### src/rtl/cpu_pkg.sv
// Shared definitions for the CPU controller: FSM state encoding,
// instruction opcode/op constants, mem_cmd and vsel codes, and the
// packed bundle of datapath control strobes.
package cpu_pkg;

   localparam int unsigned STATE_W = 5;

   typedef enum logic [STATE_W-1:0] {
      S_RST   = 5'd0,
      S_IF1   = 5'd1,
      S_IF2   = 5'd2,
      S_UPC   = 5'd3,
      S_DEC   = 5'd4,
      S_WIMM  = 5'd5,
      S_GETA  = 5'd6,
      S_GETB  = 5'd7,
      S_EXEC  = 5'd8,
      S_WREG  = 5'd9,
      S_ADDR  = 5'd10,
      S_LADDR = 5'd11,
      S_MRD1  = 5'd12,
      S_MRD2  = 5'd13,
      S_GETD  = 5'd14,
      S_SPASS = 5'd15,
      S_MWR   = 5'd16,
      S_HALT  = 5'd17
   } state_e;

   // Opcodes (IR[15:13])
   localparam logic [2:0] OPC_LDR  = 3'b011;
   localparam logic [2:0] OPC_STR  = 3'b100;
   localparam logic [2:0] OPC_ALU  = 3'b101;
   localparam logic [2:0] OPC_MOV  = 3'b110;
   localparam logic [2:0] OPC_HALT = 3'b111;

   // op field (IR[12:11]) for OPC_MOV
   localparam logic [1:0] OP_MOVR = 2'b00;
   localparam logic [1:0] OP_MOVI = 2'b10;

   // op field for OPC_ALU
   localparam logic [1:0] OP_ADD = 2'b00;
   localparam logic [1:0] OP_CMP = 2'b01;
   localparam logic [1:0] OP_AND = 2'b10;
   localparam logic [1:0] OP_MVN = 2'b11;

   localparam logic [1:0] MEM_NONE  = 2'b00;
   localparam logic [1:0] MEM_READ  = 2'b01;
   localparam logic [1:0] MEM_WRITE = 2'b10;

   localparam logic [1:0] VSEL_C     = 2'b00;
   localparam logic [1:0] VSEL_PC    = 2'b01;
   localparam logic [1:0] VSEL_IMM8  = 2'b10;
   localparam logic [1:0] VSEL_MDATA = 2'b11;

   typedef struct packed {
      logic [2:0] readnum;
      logic [2:0] writenum;
      logic [1:0] vsel;
      logic       loada;
      logic       loadb;
      logic       asel;
      logic       bsel;
      logic       loadc;
      logic       loads;
      logic       write;
      logic [1:0] shift;
      logic [1:0] alu_op;
      logic       load_pc;
      logic       reset_pc;
      logic       addr_sel;
      logic       load_addr;
      logic [1:0] mem_cmd;
      logic       halted;
   } ctrl_t;

   // Control bundle presented while in RST
   function automatic ctrl_t ctrl_reset();
      ctrl_t c;
      c          = '0;
      c.reset_pc = 1'b1;
      c.load_pc  = 1'b1;
      return c;
   endfunction

endpackage

### src/rtl/instr_dec.sv
// Combinational instruction field extraction and sign extension.
// Ports: ir (instruction word) -> opcode, op, rn, rd, sh, rm, sximm5, sximm8.
module instr_dec #(
   parameter int unsigned WIDTH = 16
) (
   input  logic [WIDTH-1:0] ir,
   output logic [2:0]       opcode,
   output logic [1:0]       op,
   output logic [2:0]       rn,
   output logic [2:0]       rd,
   output logic [1:0]       sh,
   output logic [2:0]       rm,
   output logic [WIDTH-1:0] sximm5,
   output logic [WIDTH-1:0] sximm8
);

   always_comb begin
      opcode = ir[15:13];
      op     = ir[12:11];
      rn     = ir[10:8];
      rd     = ir[7:5];
      sh     = ir[4:3];
      rm     = ir[2:0];
      sximm5 = {{(WIDTH-5){ir[4]}}, ir[4:0]};
      sximm8 = {{(WIDTH-8){ir[7]}}, ir[7:0]};
   end

endmodule

### src/rtl/vDFFE.sv
// Load-enabled register with asynchronous active-low clear.
// Ports: clk, rst_n (async clear), en (load), d (data in), q (data out).
module vDFFE #(
   parameter int unsigned N = 1
) (
   input  logic         clk,
   input  logic         rst_n,
   input  logic         en,
   input  logic [N-1:0] d,
   output logic [N-1:0] q
);

   always_ff @(posedge clk or negedge rst_n) begin
      if (!rst_n) q <= '0;
      else if (en) q <= d;
   end

endmodule

### src/rtl/cpu_control.sv
// Moore-FSM controller for the simple CPU: holds the instruction register,
// sequences fetch/decode/execute and drives datapath, PC and memory controls.
// Ports: clk, reset_n (async active-low), read_data (IR source);
// outputs are register-file addresses, datapath strobes, sign-extended
// immediates, PC/address controls, mem_cmd and halted.
module cpu_control
   import cpu_pkg::*;
#(
   parameter int unsigned WIDTH = 16
) (
   input  logic             clk,
   input  logic             reset_n,
   input  logic [WIDTH-1:0] read_data,
   output logic [2:0]       readnum,
   output logic [2:0]       writenum,
   output logic [1:0]       vsel,
   output logic             loada,
   output logic             loadb,
   output logic             asel,
   output logic             bsel,
   output logic             loadc,
   output logic             loads,
   output logic             write,
   output logic [1:0]       shift,
   output logic [1:0]       ALUop,
   output logic [WIDTH-1:0] sximm5,
   output logic [WIDTH-1:0] sximm8,
   output logic             load_pc,
   output logic             reset_pc,
   output logic             addr_sel,
   output logic             load_addr,
   output logic [1:0]       mem_cmd,
   output logic             halted
);

   state_e           state_q, state_d;
   ctrl_t            ctrl_q, ctrl_d;
   logic [WIDTH-1:0] sximm5_q, sximm8_q;
   logic [WIDTH-1:0] ir_q, ir_d;
   logic             load_ir;

   logic [2:0]       opcode, rn, rd, rm;
   logic [1:0]       op, sh;
   logic [WIDTH-1:0] dec_sximm5, dec_sximm8;

   assign load_ir = (state_q == S_IF2);

   vDFFE #(WIDTH) u_ir (
      .clk  (clk),
      .rst_n(reset_n),
      .en   (load_ir),
      .d    (read_data),
      .q    (ir_q)
   );

   // Value the IR holds after the coming edge; lets outputs be registered
   // while still reflecting the state/IR pair they belong to.
   assign ir_d = load_ir ? read_data : ir_q;

   instr_dec #(.WIDTH(WIDTH)) u_dec (
      .ir    (ir_d),
      .opcode(opcode),
      .op    (op),
      .rn    (rn),
      .rd    (rd),
      .sh    (sh),
      .rm    (rm),
      .sximm5(dec_sximm5),
      .sximm8(dec_sximm8)
   );

   // Next-state logic (IR is stable outside IF2, so decoded fields are valid)
   always_comb begin
      state_d = state_q;
      unique case (state_q)
         S_RST:  state_d = S_IF1;
         S_IF1:  state_d = S_IF2;
         S_IF2:  state_d = S_UPC;
         S_UPC:  state_d = S_DEC;
         S_DEC: begin
            case (opcode)
               OPC_MOV: begin
                  if (op == OP_MOVI)      state_d = S_WIMM;
                  else if (op == OP_MOVR) state_d = S_GETB;
                  else                    state_d = S_IF1;
               end
               OPC_ALU:          state_d = (op == OP_MVN) ? S_GETB : S_GETA;
               OPC_LDR, OPC_STR: state_d = S_GETA;
               OPC_HALT:         state_d = S_HALT;
               default:          state_d = S_IF1;
            endcase
         end
         S_WIMM:  state_d = S_IF1;
         S_GETA:  state_d = (opcode == OPC_LDR || opcode == OPC_STR) ? S_ADDR : S_GETB;
         S_GETB:  state_d = S_EXEC;
         S_EXEC:  state_d = (opcode == OPC_ALU && op == OP_CMP) ? S_IF1 : S_WREG;
         S_WREG:  state_d = S_IF1;
         S_ADDR:  state_d = S_LADDR;
         S_LADDR: state_d = (opcode == OPC_LDR) ? S_MRD1 : S_GETD;
         S_MRD1:  state_d = S_MRD2;
         S_MRD2:  state_d = S_IF1;
         S_GETD:  state_d = S_SPASS;
         S_SPASS: state_d = S_MWR;
         S_MWR:   state_d = S_IF1;
         S_HALT:  state_d = S_HALT;
         default: state_d = S_RST;
      endcase
   end

   // Output decode of the state being entered
   always_comb begin
      ctrl_d = '0;
      case (state_d)
         S_RST: begin
            ctrl_d.reset_pc = 1'b1;
            ctrl_d.load_pc  = 1'b1;
         end
         S_IF1, S_IF2: begin
            ctrl_d.addr_sel = 1'b1;
            ctrl_d.mem_cmd  = MEM_READ;
         end
         S_UPC: ctrl_d.load_pc = 1'b1;
         S_WIMM: begin
            ctrl_d.writenum = rn;
            ctrl_d.vsel     = VSEL_IMM8;
            ctrl_d.write    = 1'b1;
         end
         S_GETA: begin
            ctrl_d.readnum = rn;
            ctrl_d.loada   = 1'b1;
         end
         S_GETB: begin
            ctrl_d.readnum = rm;
            ctrl_d.loadb   = 1'b1;
         end
         S_EXEC: begin
            ctrl_d.shift  = sh;
            ctrl_d.loadc  = 1'b1;
            // MOV-register passes B through the adder with A gated off
            ctrl_d.alu_op = (opcode == OPC_MOV) ? 2'b00 : op;
            ctrl_d.asel   = (opcode == OPC_MOV) || (op == OP_MVN);
            ctrl_d.loads  = (opcode == OPC_ALU) && (op == OP_CMP);
         end
         S_WREG: begin
            ctrl_d.writenum = rd;
            ctrl_d.vsel     = VSEL_C;
            ctrl_d.write    = 1'b1;
         end
         S_ADDR: begin
            ctrl_d.bsel  = 1'b1;
            ctrl_d.loadc = 1'b1;
         end
         S_LADDR: ctrl_d.load_addr = 1'b1;
         S_MRD1:  ctrl_d.mem_cmd   = MEM_READ;
         S_MRD2: begin
            ctrl_d.mem_cmd  = MEM_READ;
            ctrl_d.vsel     = VSEL_MDATA;
            ctrl_d.writenum = rd;
            ctrl_d.write    = 1'b1;
         end
         S_GETD: begin
            ctrl_d.readnum = rd;
            ctrl_d.loadb   = 1'b1;
         end
         S_SPASS: begin
            ctrl_d.asel  = 1'b1;
            ctrl_d.loadc = 1'b1;
         end
         S_MWR:  ctrl_d.mem_cmd = MEM_WRITE;
         S_HALT: ctrl_d.halted  = 1'b1;
         default: ;
      endcase
   end

   always_ff @(posedge clk or negedge reset_n) begin
      if (!reset_n) begin
         state_q  <= S_RST;
         ctrl_q   <= ctrl_reset();
         sximm5_q <= '0;
         sximm8_q <= '0;
      end else begin
         state_q  <= state_d;
         ctrl_q   <= ctrl_d;
         sximm5_q <= dec_sximm5;
         sximm8_q <= dec_sximm8;
      end
   end

   assign readnum   = ctrl_q.readnum;
   assign writenum  = ctrl_q.writenum;
   assign vsel      = ctrl_q.vsel;
   assign loada     = ctrl_q.loada;
   assign loadb     = ctrl_q.loadb;
   assign asel      = ctrl_q.asel;
   assign bsel      = ctrl_q.bsel;
   assign loadc     = ctrl_q.loadc;
   assign loads     = ctrl_q.loads;
   assign write     = ctrl_q.write;
   assign shift     = ctrl_q.shift;
   assign ALUop     = ctrl_q.alu_op;
   assign load_pc   = ctrl_q.load_pc;
   assign reset_pc  = ctrl_q.reset_pc;
   assign addr_sel  = ctrl_q.addr_sel;
   assign load_addr = ctrl_q.load_addr;
   assign mem_cmd   = ctrl_q.mem_cmd;
   assign halted    = ctrl_q.halted;
   assign sximm5    = sximm5_q;
   assign sximm8    = sximm8_q;

endmodule

### config.mk
export PLATFORM = sky130hd
export DESIGN_NAME = cpu_control
export DESIGN_NICKNAME = d
export VERILOG_FILES = /design/src/rtl/cpu_pkg.sv /design/src/rtl/instr_dec.sv /design/src/rtl/vDFFE.sv /design/src/rtl/cpu_control.sv
export SDC_FILE = /design/constraint.sdc
export NUM_CORES = 1
export LEC_CHECK = 0
export CAP_MARGIN = 25
export CORE_ASPECT_RATIO = 0.5
export CORE_MARGIN = 3
export CORE_UTILIZATION = 52
export DETAILED_ROUTE_END_ITERATION = 10
export PLACE_DENSITY = 0.82
export SLEW_MARGIN = 5
export SYNTH_ARGS = -nofsm -noshare
export SYNTH_HDL_FRONTEND = slang
export SYNTH_HIERARCHICAL = 1
export SYNTH_SLANG_ARGS = --single-unit
### constraint.sdc
create_clock -name clk -period 3.7 [get_ports clk]
set_input_delay 0.555 -clock clk [delete_from_list [all_inputs] [get_ports clk]]
set_output_delay 0.555 -clock clk [all_outputs]
set_load 0.02 [all_outputs]
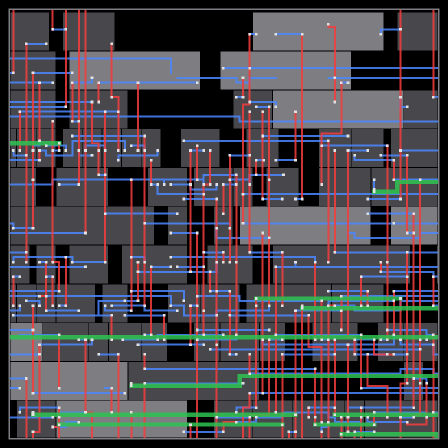
Run 1: zoomed window
Region (46, 30) to (76, 60) um. Cells in grey, sequential cells in the stronger grey; small squares are vias.
red -> met2
blue -> met1
green -> met3
most frequent = nand2_1 (14), clkdlybuf4s50_1 (8), dfrtp_1 (7)
netlist names of flops here include = ALUop (2), state_q (2), u_ir/q (2)
sequential cells in the window = 7
cells with their middle in the window = 68

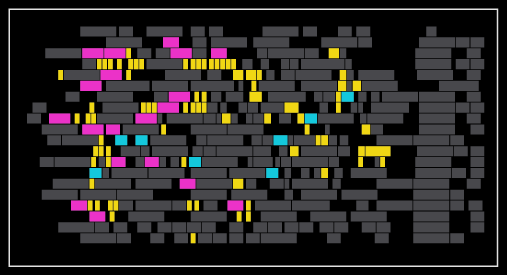
Run 1: logic cells by family
Drawn at 4 px/um.
magenta -> multiplexers  # cells 19, most used mux2_4
yellow -> NAND gates  # cells 78, most used nand2_1
cyan -> AND-OR and OR-AND gates  # cells 8, most used a22o_1
Post-Layout Cell Count: 430
Comb area share: 24.2%

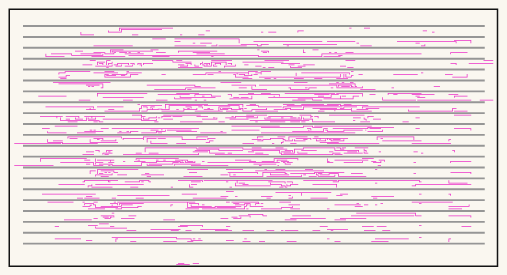
Run 1: the metal 1 layer
Drawn at 4 px/um. Supply wires on this layer in grey.
share of all routed wire = 44%
nets with wire on the layer = 317

[run 1: through the flow]
stage	setup WS (ns)	cell area, um^2	hold WS, ns
6_report	0.375	4350	0.0773
5_1_grt	0.138	4350	0.0758
4_1_cts	0.446	4320	0.411
3_5_place_dp	0.548	3970	0.496
3_3_place_gp	0.713	3970	0.490
2_1_floorplan	0.595	3480	0.259
[run 1: worst min path at each step]
stage / startpoint / endpoint
2_1_floorplan: reset_n / ALUop[0]$_DFF_PN0_
3_3_place_gp: u_ir/q[0]$_DFFE_PN0P_ / u_ir/q[0]$_DFFE_PN0P_
3_5_place_dp: u_ir/q[14]$_DFFE_PN0P_ / u_ir/q[14]$_DFFE_PN0P_
4_1_cts: reset_n / loadc$_DFF_PN0_
5_1_grt: reset_n / sximm8[13]$_DFF_PN0_
6_report: reset_n / sximm8[13]$_DFF_PN0_
[run 1: registers in the layout, indices dropped and copies added (netlist names)]
name and cells:
asel 1, vsel 2, readnum 3, state_q 5, load_addr 1, sximm8 16, write 1, writenum 3
halted 1, load_pc 1, addr_sel 1, shift 2, loada 1, loadb 1, bsel 1, mem_cmd 2
loadc 1, u_ir/q 16, ALUop 2, loads 1, reset_pc 1, sximm5 16
[run 1: power by group]
part	internal, mW	switching, mW	total (mW)
Clock	0.678	0.327	1.01
Combinational	0.956	1.18	2.14
Sequential	1.24	0.142	1.38
Total	2.87	1.65	4.53
[run 1: area by class of cell]
cell class,instances,share of cell area (%)
Clock buffer,11,5.58
Inverter,6,0.518
Sequential cell,79,45.5
Timing Repair Buffer,84,19.2
Clock inverter,5,2.39
Multi-Input combinational cell,157,24.2
Tap cell,88,2.53
[run 1: cells in the mapped netlist (all sizes together) (4+ instances only)]
| master | number | area [um^2] |
|---|---|---|
| nor2b | 7 | 43.8 |
| inv | 5 | 18.8 |
| nor2 | 4 | 15.0 |
| nand2 | 60 | 225 |
| a21oi | 4 | 20.0 |
| nand3b | 4 | 30.0 |
| buf | 54 | 412 |
| nand2b | 5 | 31.3 |
| clkbuf | 4 | 15.0 |
| dfrtp | 77 | 1930 |
| mux2 | 16 | 218 |
| nand3 | 8 | 57.6 |
| and3 | 10 | 66.3 |
| o21ai | 6 | 30.0 |
[run 1: kinds of logic (layout without fill, tap and decap cells)]
| family | count (synthesis) | count (layout) |
|---|---|---|
| AND/OR/NAND/NOR | 111 | 111 |
| multiplexers | 19 | 19 |
| flip-flops | 79 | 79 |
| XOR/XNOR | 1 | 1 |
| AND-OR/OR-AND | 26 | 26 |
| buffers and inverters | 64 | 106 |
[run 1: routing by layer]
metal	vias up	wire (um)	track usage, %	share of wire, %
li1	1028	-	-	-
met1	1075	3050	25.6	44
met2	78	3300	30.0	48
met3	11	433	6.01	6.3
met4	0	105	6.98	1.5
met5	-	0	0	0
==> impl_metrics.ini, run 1 <==
; generated from flow reports
[timing]
setup_viol = 0
fin_crit_sh_pct = 89.9
clock.fmax_mhz = 301

[place]
dpl.hpwl_um = 4680
portBuffers = 75
placed_cells = 413

[logic_synthesis]
aoi_share_pct = 6.43
yosys.stat.seqShare_pct = 56.9
syn_area_per_cell_um2 = 11.6
flop_cell = dfrtp_1
ys_types = 50
syn_nets = 318
syn_area_um2 = 3480
mux_area_share_pct = 7.12
ys_cells = 300
synthSimpleGateAreaFrac_pct = 16.4

[critical_path]
worstPathBufferInverterCount = 3
path_class = reg2reg
cpPeakStageDelay_ns = 0.88
crit_path_start = state_q[2]$_DFF_PN0_
r2r_slack_ns = 0.37
cp-start-kind = flop
slowest_stage = o311ai_1
worstPathCellList = nor2_1, nand3_1, clkinv_1, buf_4, nand2_1, nand2_1, a31oi_1, o311ai_1, buf_4, and3_1, a22o_1

[clock_network]
cts_hold_buf = 0
cts_tree = yes
worstSkewPairLatency_ns = 0.33
root_buffer = clkbuf_16
cts-buffers-inserted = 9

[floorplanning]
io_pins = 76

[global_routing]
antenna_found_initial = 0

[power_and_ir_drop]
finalPower_mw = 4.53
p_leak_nw = 2.02
p_per_area_nw_per_um2 = 1040

[routing]
drtIter0Drc = 134
drc = 0
vias_per_cell = 5.10
wl_um = 6890

[run]
warnings = 26

[finish]
final_nets = 355
most-common-layout-cells = 77 x dfrtp_1, 74 x clkdlybuf4s50_1, 60 x nand2_1, 10 x mux2_4
regArea_um2 = 1980

[status]
status = completed
==> inputs of run 2 (changes only) <==
- CORE_ASPECT_RATIO: 0.5 -> 0.9
- CTS_CLUSTER_SIZE: unset -> 40
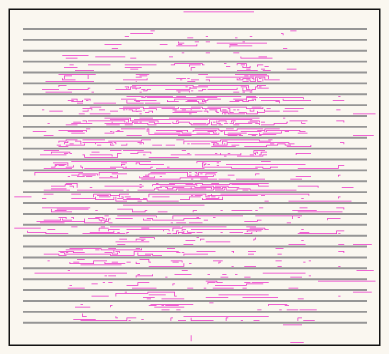
Run 2: the metal 1 layer
Drawn at 4 px/um. Supply wires on this layer in grey.
nets with wire on the layer = 314
longest straight run = 23.0 um
share of all routed wire = 43%
main direction = horizontal

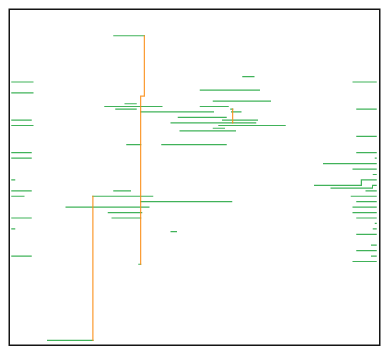
Run 2: metal layers overlaid
Drawn at 4 px/um. Two of the layers only.
orange -> met4  # wire length 97.5 um
green -> met3  # wire length 441 um

==> impl_metrics.ini, run 2 <==
; generated from flow reports
[status]
status = completed

[critical_path]
cp-start-kind = flop
cpPeakStageDelay_ns = 0.60
r2r_cells = 11
crit_family = simple AND/OR/NAND/NOR gates
required_ns = 3.97
worstPathBufferInverterCount = 1
cp_max_fo = 11
end_kind = flop
path_class = reg2reg
worst_path_most_repeated_cell = nand2_1
crit_arrival_ns = 3.42
worstPathCellList = nor2_1, nand3_1, clkinv_1, nand2_1, nand2_1, nand2b_1, o21ai_1, o221ai_2, or4b_4, o22a_1, o211ai_2
slowest_stage = or4b_4

[clock_network]
postCtsSetupBuffers = 0
cts_tree = yes
worstSkewPairLatency_ns = 0.35
cts-buffers-inserted = 9
cts_buffer_depth = 2
root_buffer = clkbuf_8

[logic_synthesis]
synth.top_cells.by_count = 77 x dfrtp_1, 60 x nand2_1, 48 x buf_4
synth.largest_area_cell = dfrtp_1
yosys.cell_count.top_type = dfrtp_1
ys_cells = 300
syn_area_um2 = 3480
synth_chip_area_um2 = 3480
flop_cell = dfrtp_1
synth.top_cells.by_area = dfrtp_1 55%, buf_4 10%, nand2_1 6.5%, mux2_4 4.3%, mux2_2 1.9%
ys_types = 50
yosys.stat.seqShare_pct = 56.9
synth_async_sr_flop_share_pct = 100
yosysWarnings = 6
syn_area_per_cell_um2 = 11.6
syn_nets = 318
top_cell_area_share_pct = 55.4
synth-edff-count = 0

[routing]
route.met2.wl_um = 3140
highest_layer = met4
routed-wl-met3_um = 440
drc = 0
drtIter0Drc = 132
wl_um = 6410
vias_per_cell = 5.08
wl_met1_um = 2740

[timing]
clock.fmax_mhz = 317
finalHoldViolations = 0
holdWs_ns = 0.513
setup_viol = 0
fin_crit_sh_pct = 85.1
rsz0062_at_grt = false
relSlewSlack_pct = 55.9
setup_slack_ns = 0.550

[global_routing]
antenna_found_initial = 0
grt_use_total_pct = 17.5

[finish]
most-common-layout-cells = 77 x dfrtp_1, 74 x clkdlybuf4s50_1, 60 x nand2_1, 10 x mux2_4, 9 x clkbuf_8
fillers = 479
logic_area_um2 = 1050
postLayoutCellArea_um2 = 4190
final_nets = 355
drive_gt1_share_pct = 15.8
utilization_pct = 66.3
regArea_um2 = 1980
area_growth_pct = 20.2

[place]
dpl_cell_area_um2 = 3960
portBuffers = 75
place_ws_ns = 0.522
dpl.hpwl_um = 4650
routabilityCongestion = 0.913

[floorplanning]
fp_util_pct = 55.1
io_pins = 76
die_area_um2 = 7710
fp.dieW_um = 92.2
die_h_um = 83.6

[run]
warnings = 26
drv_cap = 0

[power_and_ir_drop]
p_per_area_nw_per_um2 = 982
p_leak_nw = 1.93

[worst_hold_path]
min_path_cells = 1
run 2: logic make-up after synthesis:
| group | share of synthesized area [%] |
|---|---|
| AND-OR/OR-AND | 6.43 |
| XOR/XNOR | 0.252 |
| buffers and inverters | 12.9 |
| flip-flops | 56.9 |
| multiplexers | 7.12 |
| AND/OR/NAND/NOR | 16.4 |
run 2: layout make-up:
| class | instances | share of cell area [%] |
|---|---|---|
| Sequential cell | 79 | 47.3 |
| Inverter | 6 | 0.538 |
| Tap cell | 87 | 2.60 |
| Multi-Input combinational cell | 157 | 25.1 |
| Timing Repair Buffer | 84 | 20.0 |
| Clock buffer | 10 | 3.05 |
| Clock inverter | 5 | 1.41 |
run 2: what timing repair did:
item	CTS	global route
hold endpoints to repair	0	3
setup endpoints to repair	0	0
resized	0	0
hold buffers	0	1
run 2: layer usage:
metal  vias up  global-route usage, %
met5         -                      0
met4         0                   7.29
met3        10                   4.96
met2        87                   27.3
met1      1052                   23.2
li1       1024                      -
run 2: final timing paths:
kind                                  startpoint  slack (ns)                     to
max                         state_q[3]$_DFF_PN0_        0.55   mem_cmd[0]$_DFF_PN0_
min                        u_ir/q[1]$_DFFE_PN0P_        0.51  u_ir/q[1]$_DFFE_PN0P_
max reg2reg                 state_q[3]$_DFF_PN0_        0.55   mem_cmd[0]$_DFF_PN0_
min reg2reg                u_ir/q[1]$_DFFE_PN0P_        0.51  u_ir/q[1]$_DFFE_PN0P_
max in group asynchronous                reset_n        2.57      load_pc$_DFF_PN1_
min in group asynchronous                reset_n        0.55    sximm5[0]$_DFF_PN0_
run 2: metrics by stage:
stage                     cells  power (mW)
after global placement      410        3.45
after global routing        428        4.36
after floorplan             300        3.21
after CTS                   425        4.12
after detailed placement    410        3.50
final                       428        4.11
run 2: worst register-to-register path, cell delays in order (launching register included):
cell,delay [ns]
dfrtp_1,0.53
nor2_1,0.12
nand3_1,0.15
clkinv_1,0.26
nand2_1,0.15
nand2_1,0.16
nand2b_1,0.21
o21ai_1,0.33
o221ai_2,0.22
or4b_4,0.60
o22a_1,0.21
o211ai_2,0.13
run 2: power by group:
group | switching, mW | internal (mW)
Clock | 0.295 | 0.309
Combinational | 1.18 | 0.956
Sequential | 0.135 | 1.24
==> inputs of run 3 (changes only) <==
- clock period: 3.7 -> 3.17 ns (I/O delays scaled with it)
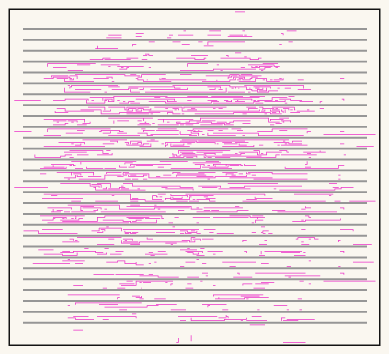
Run 3: the metal 1 layer
Drawn at 4 px/um. Supply wires on this layer in grey.
longest straight run = 26.7 um
main direction = horizontal
share of all routed wire = 46%

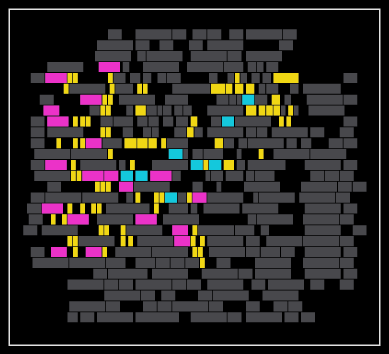
Run 3: logic cells by family
Drawn at 4 px/um.
magenta -> multiplexers  # cells 19, most used mux2_4, where middle left
cyan -> AND-OR and OR-AND gates  # cells 8, most used a22o_1, where centre
yellow -> NAND gates  # cells 78, most used nand2_1

==> impl_metrics.ini, run 3 <==
; generated from flow reports
[clock_network]
cts_buffer_depth = 2
worstSkewPairLatency_ns = 0.34
postCtsSetupBuffers = 0
cts_tree = yes
cts-buffers-inserted = 9

[status]
status = completed

[power_and_ir_drop]
p_per_area_nw_per_um2 = 1160
p_leak_nw = 1.96
finalPower_mw = 4.91

[global_routing]
grt_use_total_pct = 17.8
grt_use_met1_pct = 24.8
met3_usage_pct = 3.43
antenna_found_initial = 0

[critical_path]
cp_max_fo = 16
worstPathCellList = nor2_1, nand3_1, buf_4, nand2_1, nand2_1, and3b_4, a21oi_1, o221ai_2, or4b_4, o22a_1, o211ai_2
end_kind = flop
r2r_cells = 11
worstPathBufferInverterCount = 1
cpPeakStageDelay_ns = 0.59
worst_path_most_repeated_cell = nand2_1
slowest_stage = or4b_4
crit_arrival_ns = 3.21
cp-start-kind = flop

[logic_synthesis]
synth_async_sr_flop_share_pct = 100
syn_area_per_cell_um2 = 11.6
syn_area_um2 = 3480
ys_types = 50
synth.largest_area_cell = dfrtp_1
top_cell_area_share_pct = 55.4
yosys.stat.seqShare_pct = 56.9
yosys.cell_count.top_type = dfrtp_1
syn_nets = 318
synth.top_cells.by_count = 77 x dfrtp_1, 60 x nand2_1, 48 x buf_4
flop_cell = dfrtp_1
synth.top_cells.by_area = dfrtp_1 55%, buf_4 10%, nand2_1 6.5%, mux2_4 4.3%, mux2_2 1.9%

[finish]
stdcell_count = 430
area_growth_pct = 21.7
drive_gt1_share_pct = 16.9
utilization_pct = 67.1
final_nets = 357

[routing]
drtIter0Drc = 110
wl_um = 6550

[place]
routabilityCongestion = 0.897
placed_cells = 413
portBuffers = 75

[timing]
holdWs_ns = 0.487
finalHoldViolations = 0
rsz0062_at_grt = false

[run]
warnings = 26
drv_cap = 0

[floorplanning]
die_h_um = 83.6
## run 3: cell counts after synthesis
Identical to the previous run, type by type.
## run 3: final cells by class
type                    instances  area [um^2]
flip-flops and latches         79         1980
well taps                      87          109
inverters                       6         22.5
clock buffers                   9          124
multi-input cells             157         1050
repair buffers                 86          853
clock inverters                 6         93.8
fillers                       466         2080
## run 3: final timing paths
check,start,end,slack (ns)
max,state_q[3]$_DFF_PN0_,mem_cmd[0]$_DFF_PN0_,0.22
min,reset_n,sximm5[0]$_DFF_PN0_,0.49
max reg2reg,state_q[3]$_DFF_PN0_,mem_cmd[0]$_DFF_PN0_,0.22
min reg2reg,u_ir/q[15]$_DFFE_PN0P_,u_ir/q[15]$_DFFE_PN0P_,0.51
max in group asynchronous,reset_n,reset_pc$_DFF_PN1_,2.10
min in group clk,u_ir/q[15]$_DFFE_PN0P_,u_ir/q[15]$_DFFE_PN0P_,0.51
## run 3: cell families (layout without fill, tap and decap cells)
group                     after synthesis  after routing  synth area share, %
and+or+nand+nor                       111            111                 16.4
DFF                                    79             79                 56.9
buffers and inverters                  64            107                 12.9
AOI/OAI and AO/OA                      26             26                 6.43
muxes                                  19             19                 7.12
xor gates and xnor gates                1              1                0.252
## run 3: repair_timing
action                                 CTS  global route
setup endpoints to repair                0             1
hold buffers                             0             1
endpoints found under the hold margin    0             6
gates resized                            0             1
## run 3: worst register-to-register path, delay by kind of cell, from the launching register on
family,cells,cell delay (ns)
flops,1,0.38
compound gates,4,0.80
simple gates,6,1.48
buf+inv,1,0.22
## run 3: power by group
group	total (mW)	internal (mW)	switching, mW	leakage [nW]
Clock	0.820	0.446	0.374	0.106
Sequential	1.59	1.44	0.144	0.979
Combinational	2.50	1.12	1.38	0.875
## run 3: layer usage
metal | part of all wire (%) | vias up
li1 | - | 1028
met4 | 2.0 | 0
met5 | 0 | -
met1 | 46 | 1049
met2 | 47 | 76
met3 | 5.1 | 11
## run 3: stage by stage
stage | cell area (um^2) | worst slack [ns]
2_1_floorplan | 3480 | 0.0650
3_3_place_gp | 3980 | 0.371
3_5_place_dp | 3980 | 0.239
4_1_cts | 4200 | 0.201
5_1_grt | 4240 | 0.0269
6_report | 4240 | 0.220
Power figures rest on the tool's default switching activity, not on a simulated workload.
